Design controle_fechadura, sky130hd; sources not shown.
==> images/class_map.png <==
Scale bar: 20 um.
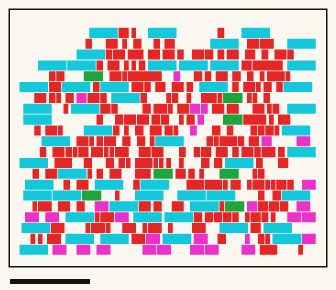
sequential cells -> cyan  # cells 52, share of their area 36%
remaining logic cells -> red  # cells 224, share of their area 51%
remaining buffers and delay cells -> magenta  # cells 29, share of their area 8.9%
clock drivers and dummy loads -> green  # cells 7, share of their area 3.4%
row count: 21
core region area: 4260 um2

==> images/sizing.png <==
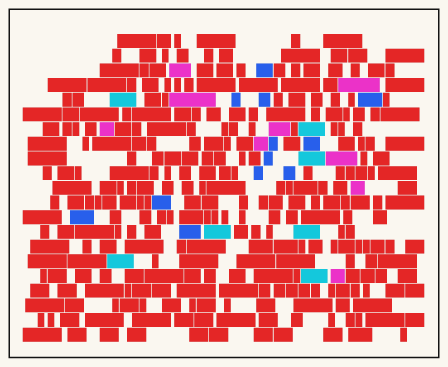
x2 -> blue  # cells 12
x6 and larger -> cyan  # cells 7
x3 and x4 -> magenta  # cells 9
x1 and smaller -> red  # cells 284
setup ws final: 0.183 ns
final non-filler cell area: 2930 um2
synth-to-layout area growth: 13.5%
count of plain and timing-repair buffers in the layout: 29

==> images/port_trees.png <==
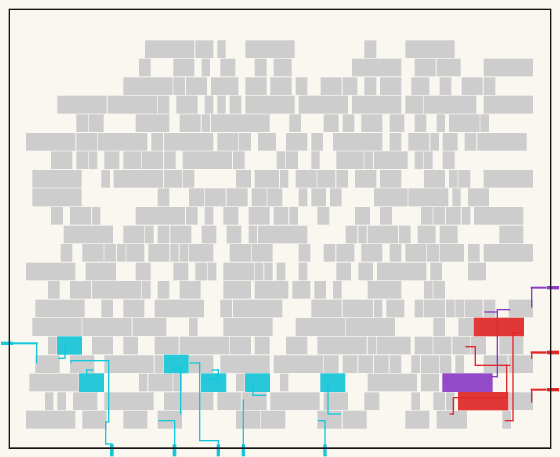
aberto -> purple  # direction output, edge right, end cells 1, buffers 1, wire 19.4 um
tentativas -> red  # direction output, edge right, end cells 2, buffers 2, wire 46.9 um
senha_nova -> cyan  # direction input, edge 5 bottom, 1 left, end cells 6, buffers 6, wire 86.8 um
number of port buffers: 20
number of top-level pins: 21

==> images/congestion_map.png <==
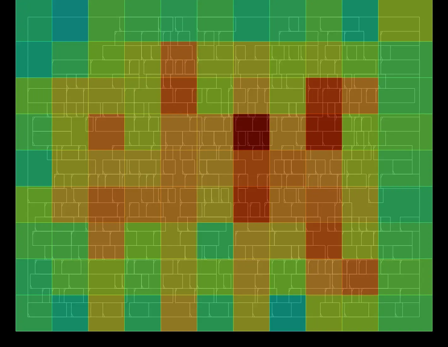
Global Route met1 Usage: 35.0%
Core Util, Final: 68.9%
global routing met2 resource utilization: 36.5%
routing usage on met3: 4.38%

==> images/route_heat.png <==
Scale bar: 20 um. The die is cut into 16 by 13 equal tiles; dark purple is low, yellow is high, scaled to the fullest tile. Values are wire area over tile area, all layers added.
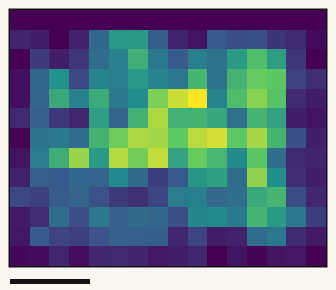
nearly empty tiles = 11%
tiles over half the peak = 26%
mean over tiles = 0.17
fullest tile = 0.52
densest ninth of the die = middle
final WL: 5620 um
detailed-route via count: 2187
Routed wire per std cell: 15.2 um
all-layer global routing usage: 24.5%

==> changes_impl.md <==
## Flow update

- Status: completed
- Yosys cell count: 292
- DR vias/cell: 5.93
- Post-synthesis sequential area ratio: 40.3%
- Vias in the first global route: 2130
- Log Warnings: 28
- Net total in the final layout: 328
- Delay of the slowest critical-path stage: 0.66 ns
- Setup repair after global routing missed its margin: no
- Most common library cells after synthesis: 52 x sky130_fd_sc_hd__dfxtp_1, 30 x sky130_fd_sc_hd__a21oi_1, 27 x sky130_fd_sc_hd__nor2_1, 20 x sky130_fd_sc_hd__nand2_1, 14 x sky130_fd_sc_hd__xor2_1
- Proportion of synthesized area in mux cells: 4.31%
- Hold-fix buffers, CTS: 0
- Static Leak: 1.05 nW
- Synthesized registers: 52
- Clk cell area share: 3.28%
- Dominant cell area share: 40.3%
- Yosys Chip Area: 2580 um2
- Number of tapcells: 57
- Cell type with the largest total area after synthesis: sky130_fd_sc_hd__dfxtp_1
- Count of non-CTS inverters in the layout: 8
- Final Setup Violations: 0
- Maximum fanout along the worst path: 8
- Clock Sinks: 52
- Category of the worst setup path launch point: flip-flop
- DP HPWL: 4020 um
- Sequential power: 0.000861 W
- Number of fill cells: 384
- Detailed-route wire length on metal 1: 2810 um
- Initial detailed-routing violation count: 134
- Critical-path cell with the highest stage delay: sky130_fd_sc_hd__or4_1
- Distinct cell type count of the synthesized netlist: 58
- Fraction of final layout cells sized beyond drive strength 1: 8.97%
- Post-place setup slack: 0.222 ns
- Uppermost layer routed: met4
- Total Power: 0.00188 W
- Most frequent cell after synthesis: sky130_fd_sc_hd__dfxtp_1
- Sequential cell count: 52
- Maximum count of clock buffers along a single path: 2
- Critical path type: flip-flop to flip-flop
- Number of enable flip-flop cells: 0
- Remaining DRCs: 0
- Top power consumer group: registers
- Largest register FFs: 31
- Floorplan-stage core utilization: 60.7%
- Most frequent cells in the layout: 52 x sky130_fd_sc_hd__dfxtp_1, 30 x sky130_fd_sc_hd__a21oi_1, 27 x sky130_fd_sc_hd__nor2_1, 20 x sky130_fd_sc_hd__nand2_1, 14 x sky130_fd_sc_hd__xor2_1
- Final TNS setup: 0 ns
- Max-cap check violation count: 0
- Sw frac: 34.1%
- CP cell instances: or4_1, nor4_4, clkbuf_2, a32oi_1, or2_2, a21oi_1, a311oi_1
- Floorplan net count: 308
- Yosys warning total: 0
- Slew Limit Headroom: 15.2%
- Final tally of max-slew violations: 0
- Kind of capture point of the worst setup path: flip-flop
- Net Switching: 0.000641 W
- Final hold violation count: 0
- Req. time, crit path: 2.85 ns
No activity file was given, so power comes from the tool's default toggle rates.
